## src/rtl/mc_main_ctrl_if.sv

```systemverilog
// Control/status bundle between the multicycle main control FSM and the shared datapath.
// The master side is the controller; the slave side is the datapath and memory.
interface mc_main_ctrl_if;
    logic [5:0] opcode;
    logic       zero;
    logic       mem_ready;
    logic       mem_req;
    logic       iord;
    logic       mem_write;
    logic       ir_write;
    logic       reg_write;
    logic       reg_dst;
    logic       mem_to_reg;
    logic       alu_src_a;
    logic [1:0] alu_src_b;
    logic [1:0] alu_op;
    logic [1:0] pc_src;
    logic       pc_en;
    logic       illegal_op;
    logic       mem_timeout;

    modport master (
        input  opcode, zero, mem_ready,
        output mem_req, iord, mem_write, ir_write, reg_write, reg_dst, mem_to_reg,
               alu_src_a, alu_src_b, alu_op, pc_src, pc_en, illegal_op, mem_timeout
    );

    modport slave (
        output opcode, zero, mem_ready,
        input  mem_req, iord, mem_write, ir_write, reg_write, reg_dst, mem_to_reg,
               alu_src_a, alu_src_b, alu_op, pc_src, pc_en, illegal_op, mem_timeout
    );
endinterface

```

## src/rtl/mc_main_ctrl.sv

```systemverilog
// Main control FSM of the multicycle MIPS core: sequences the shared ALU, unified memory
// and IR/A/B/ALUOut registers per opcode, with a memory-ready stall and an access timeout.
module mc_main_ctrl #(
    parameter int TIMEOUT_CYC = 16,
    parameter bit TIMEOUT_EN  = 1'b1
) (
    input  logic           clk,
    input  logic           rst_n,
    mc_main_ctrl_if.master bus
);
    localparam int CNT_W = (TIMEOUT_CYC > 2) ? $clog2(TIMEOUT_CYC) : 1;

    localparam logic [5:0] OP_RTYPE = 6'b000000;
    localparam logic [5:0] OP_LW    = 6'b100011;
    localparam logic [5:0] OP_SW    = 6'b101011;
    localparam logic [5:0] OP_BEQ   = 6'b000100;
    localparam logic [5:0] OP_ADDI  = 6'b001000;
    localparam logic [5:0] OP_J     = 6'b000010;

    typedef enum logic [3:0] {
        S_IDLE   = 4'd0,  S_FETCH  = 4'd1,  S_DECODE = 4'd2,  S_MEMADR = 4'd3,
        S_MEMRD  = 4'd4,  S_MEMWB  = 4'd5,  S_MEMWR  = 4'd6,  S_EXEC   = 4'd7,
        S_ALUWB  = 4'd8,  S_BEQ    = 4'd9,  S_ADDIEX = 4'd10, S_ADDIWB = 4'd11,
        S_JUMP   = 4'd12
    } state_t;

    state_t           r_state;
    state_t           w_state_nxt;
    logic [CNT_W-1:0] r_wait_cnt;
    logic             w_wait_st;
    logic             w_timeout;

    // Wait-state qualification and timeout detection on the final allowed cycle.
    always_comb begin
        w_wait_st = (r_state == S_FETCH) || (r_state == S_MEMRD) || (r_state == S_MEMWR);
        w_timeout = TIMEOUT_EN && w_wait_st && !bus.mem_ready &&
                    (r_wait_cnt == CNT_W'(TIMEOUT_CYC - 1));
    end

    // State register.
    always_ff @(posedge clk or negedge rst_n) begin
        if (!rst_n) begin
            r_state <= S_IDLE;
        end else begin
            r_state <= w_state_nxt;
        end
    end

    // Wait counter: counts stalled cycles, zero whenever the FSM is not stalling.
    always_ff @(posedge clk or negedge rst_n) begin
        if (!rst_n) begin
            r_wait_cnt <= '0;
        end else if (TIMEOUT_EN && w_wait_st && !bus.mem_ready && !w_timeout) begin
            r_wait_cnt <= r_wait_cnt + CNT_W'(1);
        end else begin
            r_wait_cnt <= '0;
        end
    end

    // Next-state and Moore/strobe output decode.
    always_comb begin
        w_state_nxt     = r_state;
        bus.mem_req     = 1'b0;
        bus.iord        = 1'b0;
        bus.mem_write   = 1'b0;
        bus.ir_write    = 1'b0;
        bus.reg_write   = 1'b0;
        bus.reg_dst     = 1'b0;
        bus.mem_to_reg  = 1'b0;
        bus.alu_src_a   = 1'b0;
        bus.alu_src_b   = 2'b00;
        bus.alu_op      = 2'b00;
        bus.pc_src      = 2'b00;
        bus.pc_en       = 1'b0;
        bus.illegal_op  = 1'b0;
        bus.mem_timeout = w_timeout;
        case (r_state)
            S_IDLE: w_state_nxt = S_FETCH;
            S_FETCH: begin
                bus.mem_req   = 1'b1;
                bus.alu_src_b = 2'b01;
                bus.ir_write  = bus.mem_ready;
                bus.pc_en     = bus.mem_ready;
                // A timed-out fetch re-enters FETCH with the PC untouched.
                if (bus.mem_ready) begin
                    w_state_nxt = S_DECODE;
                end else if (w_timeout) begin
                    w_state_nxt = S_FETCH;
                end else begin
                    w_state_nxt = S_FETCH;
                end
            end
            S_DECODE: begin
                bus.alu_src_b = 2'b11;
                case (bus.opcode)
                    OP_LW, OP_SW: w_state_nxt = S_MEMADR;
                    OP_RTYPE:     w_state_nxt = S_EXEC;
                    OP_BEQ:       w_state_nxt = S_BEQ;
                    OP_ADDI:      w_state_nxt = S_ADDIEX;
                    OP_J:         w_state_nxt = S_JUMP;
                    default: begin
                        w_state_nxt    = S_FETCH;
                        bus.illegal_op = 1'b1;
                    end
                endcase
            end
            S_MEMADR: begin
                bus.alu_src_a = 1'b1;
                bus.alu_src_b = 2'b10;
                if (bus.opcode == OP_LW) begin
                    w_state_nxt = S_MEMRD;
                end else if (bus.opcode == OP_SW) begin
                    w_state_nxt = S_MEMWR;
                end else begin
                    w_state_nxt = S_FETCH;
                end
            end
            S_MEMRD: begin
                bus.mem_req = 1'b1;
                bus.iord    = 1'b1;
                if (bus.mem_ready) begin
                    w_state_nxt = S_MEMWB;
                end else if (w_timeout) begin
                    w_state_nxt = S_FETCH;
                end else begin
                    w_state_nxt = S_MEMRD;
                end
            end
            S_MEMWB: begin
                bus.reg_write  = 1'b1;
                bus.mem_to_reg = 1'b1;
                w_state_nxt    = S_FETCH;
            end
            S_MEMWR: begin
                bus.mem_req   = 1'b1;
                bus.iord      = 1'b1;
                bus.mem_write = bus.mem_ready;
                if (bus.mem_ready || w_timeout) begin
                    w_state_nxt = S_FETCH;
                end else begin
                    w_state_nxt = S_MEMWR;
                end
            end
            S_EXEC: begin
                bus.alu_src_a = 1'b1;
                bus.alu_op    = 2'b10;
                w_state_nxt   = S_ALUWB;
            end
            S_ALUWB: begin
                bus.reg_write = 1'b1;
                bus.reg_dst   = 1'b1;
                w_state_nxt   = S_FETCH;
            end
            S_BEQ: begin
                bus.alu_src_a = 1'b1;
                bus.alu_op    = 2'b01;
                bus.pc_src    = 2'b01;
                bus.pc_en     = bus.zero;
                w_state_nxt   = S_FETCH;
            end
            S_ADDIEX: begin
                bus.alu_src_a = 1'b1;
                bus.alu_src_b = 2'b10;
                w_state_nxt   = S_ADDIWB;
            end
            S_ADDIWB: begin
                bus.reg_write = 1'b1;
                w_state_nxt   = S_FETCH;
            end
            S_JUMP: begin
                bus.pc_src  = 2'b10;
                bus.pc_en   = 1'b1;
                w_state_nxt = S_FETCH;
            end
            default: w_state_nxt = S_IDLE;
        endcase
    end
endmodule

```

## src/flat_wrapper.sv

```systemverilog
// flat-port wrapper written by rule: the top's interface ports become plain ports
module mc_main_ctrl_flat 
#(
    parameter int TIMEOUT_CYC = 16,
    parameter bit TIMEOUT_EN  = 1'b1
)
  (clk, rst_n, bus_opcode, bus_zero, bus_mem_ready, bus_mem_req, bus_iord, bus_mem_write, bus_ir_write, bus_reg_write, bus_reg_dst, bus_mem_to_reg, bus_alu_src_a, bus_alu_src_b, bus_alu_op, bus_pc_src, bus_pc_en, bus_illegal_op, bus_mem_timeout);
  mc_main_ctrl_if bus_i ();
  input  logic clk;
  input  logic rst_n;
  input wire logic [$bits(bus_i.opcode)-1:0] bus_opcode;
  input wire logic [$bits(bus_i.zero)-1:0] bus_zero;
  input wire logic [$bits(bus_i.mem_ready)-1:0] bus_mem_ready;
  output wire logic [$bits(bus_i.mem_req)-1:0] bus_mem_req;
  output wire logic [$bits(bus_i.iord)-1:0] bus_iord;
  output wire logic [$bits(bus_i.mem_write)-1:0] bus_mem_write;
  output wire logic [$bits(bus_i.ir_write)-1:0] bus_ir_write;
  output wire logic [$bits(bus_i.reg_write)-1:0] bus_reg_write;
  output wire logic [$bits(bus_i.reg_dst)-1:0] bus_reg_dst;
  output wire logic [$bits(bus_i.mem_to_reg)-1:0] bus_mem_to_reg;
  output wire logic [$bits(bus_i.alu_src_a)-1:0] bus_alu_src_a;
  output wire logic [$bits(bus_i.alu_src_b)-1:0] bus_alu_src_b;
  output wire logic [$bits(bus_i.alu_op)-1:0] bus_alu_op;
  output wire logic [$bits(bus_i.pc_src)-1:0] bus_pc_src;
  output wire logic [$bits(bus_i.pc_en)-1:0] bus_pc_en;
  output wire logic [$bits(bus_i.illegal_op)-1:0] bus_illegal_op;
  output wire logic [$bits(bus_i.mem_timeout)-1:0] bus_mem_timeout;
  assign bus_i.opcode = bus_opcode;
  assign bus_i.zero = bus_zero;
  assign bus_i.mem_ready = bus_mem_ready;
  assign bus_mem_req = bus_i.mem_req;
  assign bus_iord = bus_i.iord;
  assign bus_mem_write = bus_i.mem_write;
  assign bus_ir_write = bus_i.ir_write;
  assign bus_reg_write = bus_i.reg_write;
  assign bus_reg_dst = bus_i.reg_dst;
  assign bus_mem_to_reg = bus_i.mem_to_reg;
  assign bus_alu_src_a = bus_i.alu_src_a;
  assign bus_alu_src_b = bus_i.alu_src_b;
  assign bus_alu_op = bus_i.alu_op;
  assign bus_pc_src = bus_i.pc_src;
  assign bus_pc_en = bus_i.pc_en;
  assign bus_illegal_op = bus_i.illegal_op;
  assign bus_mem_timeout = bus_i.mem_timeout;
  mc_main_ctrl #(.TIMEOUT_CYC(TIMEOUT_CYC), .TIMEOUT_EN(TIMEOUT_EN)) u_core (.clk(clk), .rst_n(rst_n), .bus(bus_i));
endmodule
```

## config.mk

```make
export PLATFORM = sky130hd
export DESIGN_NAME = mc_main_ctrl_flat
export DESIGN_NICKNAME = d
export VERILOG_FILES = /design/src/rtl/mc_main_ctrl_if.sv /design/src/rtl/mc_main_ctrl.sv /design/src/flat_wrapper.sv
export SDC_FILE = /design/constraint.sdc
export NUM_CORES = 1
export LEC_CHECK = 0
export CELL_PAD_IN_SITES_DETAIL_PLACEMENT = 0
export CELL_PAD_IN_SITES_GLOBAL_PLACEMENT = 1
export CORE_MARGIN = 2
export CORE_UTILIZATION = 30
export CTS_BUF_LIST = sky130_fd_sc_hd__clkbuf_4 sky130_fd_sc_hd__clkbuf_8 sky130_fd_sc_hd__clkbuf_16
export DETAILED_ROUTE_END_ITERATION = 10
export PLACE_DENSITY = 0.82
export REMOVE_ABC_BUFFERS = 1
export SLEW_MARGIN = 20
export SYNTH_ARGS = -nofsm -noshare
export SYNTH_HDL_FRONTEND = slang
export SYNTH_SLANG_ARGS = --single-unit
```

## constraint.sdc

```tcl
create_clock -name clk -period 2.3 [get_ports clk]
set_input_delay 0.69 -clock clk [delete_from_list [all_inputs] [get_ports clk]]
set_output_delay 0.69 -clock clk [all_outputs]
set_load 0.01 [all_outputs]
```

==> images/clock_map.png <==
Drawn at 4 px/um.
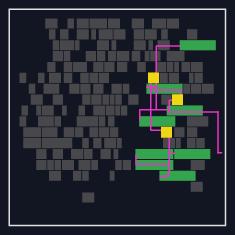
clock wires: drawn in magenta, length 112 um. cells driving clock nets: drawn in yellow, count 3. flip-flops: drawn in green, count 8.
There are 4 routed clock nets.
final setup skew: 0.00219 ns
Clock Power Share: 13.7%
Clock Latency Late Sink: 0.24 ns
clock distribution power: 102 uW

==> images/final_clocks.png <==
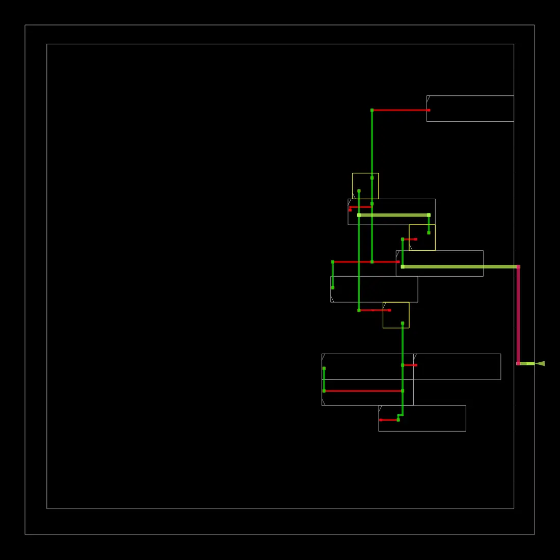
clock buf count: 3
CTS Sinks: 8

==> images/density.png <==
Drawn at 6 px/um. 11 x 11 tiles, from black (low) to pale yellow (high), 0 to 100% covered.
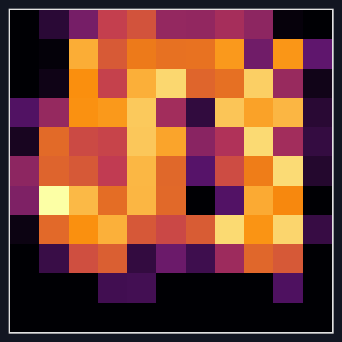
24% of the tiles are nearly empty. The fullest tile reaches 100%. 22% of the tiles are over 75% full. The mean over all tiles is 41%.
floorplan utilization: 30.7%
Util after Layout: 50.7%
total core area: 2410 sq um

-- area by class of cell --
class,count,share of cell area [%]
Sequential cell,8,16.6
Timing Repair Buffer,49,32.9
Inverter,1,0.307
Tap cell,30,3.07
Multi-Input combinational cell,84,45.3
Clock buffer,3,1.84
-- final timing paths --
path,startpoint,end,depth (start not counted)
max,bus_opcode[5],bus_illegal_op,5
min,u_core.r_wait_cnt[3],u_core.r_wait_cnt[3],1
max reg2reg,u_core.r_state[0],u_core.r_state[2],7
min reg2reg,u_core.r_wait_cnt[3],u_core.r_wait_cnt[3],1
max in group asynchronous,rst_n,u_core.r_state[3],1
min in group asynchronous,rst_n,u_core.r_wait_cnt[1],1
-- power by group through the flow --
stage	sequential (mW)	clock (mW)	combinational, mW
3_5_place_dp	0.193	0	0.456
3_3_place_gp	0.191	0	0.446
6_report	0.186	0.102	0.453
4_1_cts	0.186	0.108	0.445
2_1_floorplan	0.217	0	0.185
5_1_grt	0.189	0.113	0.499
-- cell families (layout without fill, tap and decap cells) --
group | Yosys count | after routing | share of synthesized area (%)
buffers and inverters | 7 | 53 | 4.90
and+or+nand+nor | 49 | 49 | 35.6
adders and majority gates | 1 | 1 | 1.69
AOI/OAI and AO/OA | 31 | 31 | 27.2
DFF | 8 | 8 | 27.0
xor gates and xnor gates | 3 | 3 | 3.55
-- cell usage in the layout, fill, tap and decap left out, drive strengths merged, types with 3 or more instances in the layout --
| cell | n |
|---|---|
| dfrtp | 8 |
| clkbuf | 8 |
| and3 | 4 |
| nand2b | 5 |
| nor3 | 4 |
| nor2 | 12 |
| dlymetal6s2s | 3 |
| nand2 | 6 |
| buf | 24 |
| a21oi | 8 |
| o21ai | 9 |
| dlygate4sd2 | 13 |
| nor2b | 6 |
-- registers in the layout, summed over array words and instances (netlist names) --
signal	cells
u_core.r_state	4
u_core.r_wait_cnt	4
-- routing by layer --
layer / track usage [%] / vias up / routed length (um)
li1: - / 456 / -
met1: 20.4 / 422 / 1000
met2: 29.1 / 16 / 1110
met3: 1.94 / 2 / 65
met4: 5.13 / 0 / 10
met5: 0 / - / 0
-- repair_timing --
item / CTS / global route
setup endpoints to repair: 16 / 8
hold buffers: 0 / 0
gates resized: 34 / 26
pin swaps: 1 / 4
setup buffers: 1 / 0
-- worst max-delay path, stage by stage --
cell and delay (ns):
clkbuf_2 0.09, or4_4 0.52, o21ai_2 0.08, a21oi_2 0.07, buf_2 0.13
==> impl_metrics.toml <==
# flow metrics
[place]
hpwl_mm = 1.78
numPortBuffers = 26
place_congestion = 0.799
dpl-instance-area_sq_um = 1170

[power]
powerDensity_nw_per_um2 = 606
p_int_uw = 448
p_leak_nw = 0.621
switchingPower_uw = 292

[layout]
fin_area_sq_um = 1220
areaGrowthSynthToFinish_pct = 65.0
regArea_sq_um = 203
fillCellCount = 250

[logic_synthesis]
ys_ff = 8
edf_count = 0
area_leaders = "dfrtp_1, o21ai_0, nor2_1"
yosys.stat.seqShare_pct = 27.0
yosysWarnings = 0
postSynth.asyncResetShare_pct = 100
syn_avg_cell_area_sq_um = 7.48
ys_chip_area_sq_um = 741
top_area_cell = "dfrtp_1"

[setup_path]
cp_max_fo = 2
reg2reg_slack_ns = 0.46

[floorplan]
die_h_um = 53.7
die-area_sq_um = 2880
fp-row-count = 18

[timing]
min_period_over_period_pct = 98.7
period_needed_ns = 2.27
fmax_ghz = 0.440
rsz0062_at_grt = "false"
max-slew-margin-rel_pct = 75.5
whs_ns = 0.501
slew_violations = 0
fin_tns_setup_ns = 0

[cts]
cts_tree = "yes"
cts_buffers = 3
cts_buffer_depth = 2
clkTransAtPathRegs_ns = 0.05
cts_htree_levels = 1

[flow_run]
drv_cap = 0
warning_count = 26

[drt]
ant_nets = 0
route.detailed.drc = 0
vias_per_cell = 5.12
drt-initial-drc-count = 3
wirelength_mm = 2.19

[global_routing]
antenna_found_initial = 0
grt-ovfl-total = 0

[status]
run_status = "finished, final reports clean"
Power is estimated from default activity; no workload was simulated.
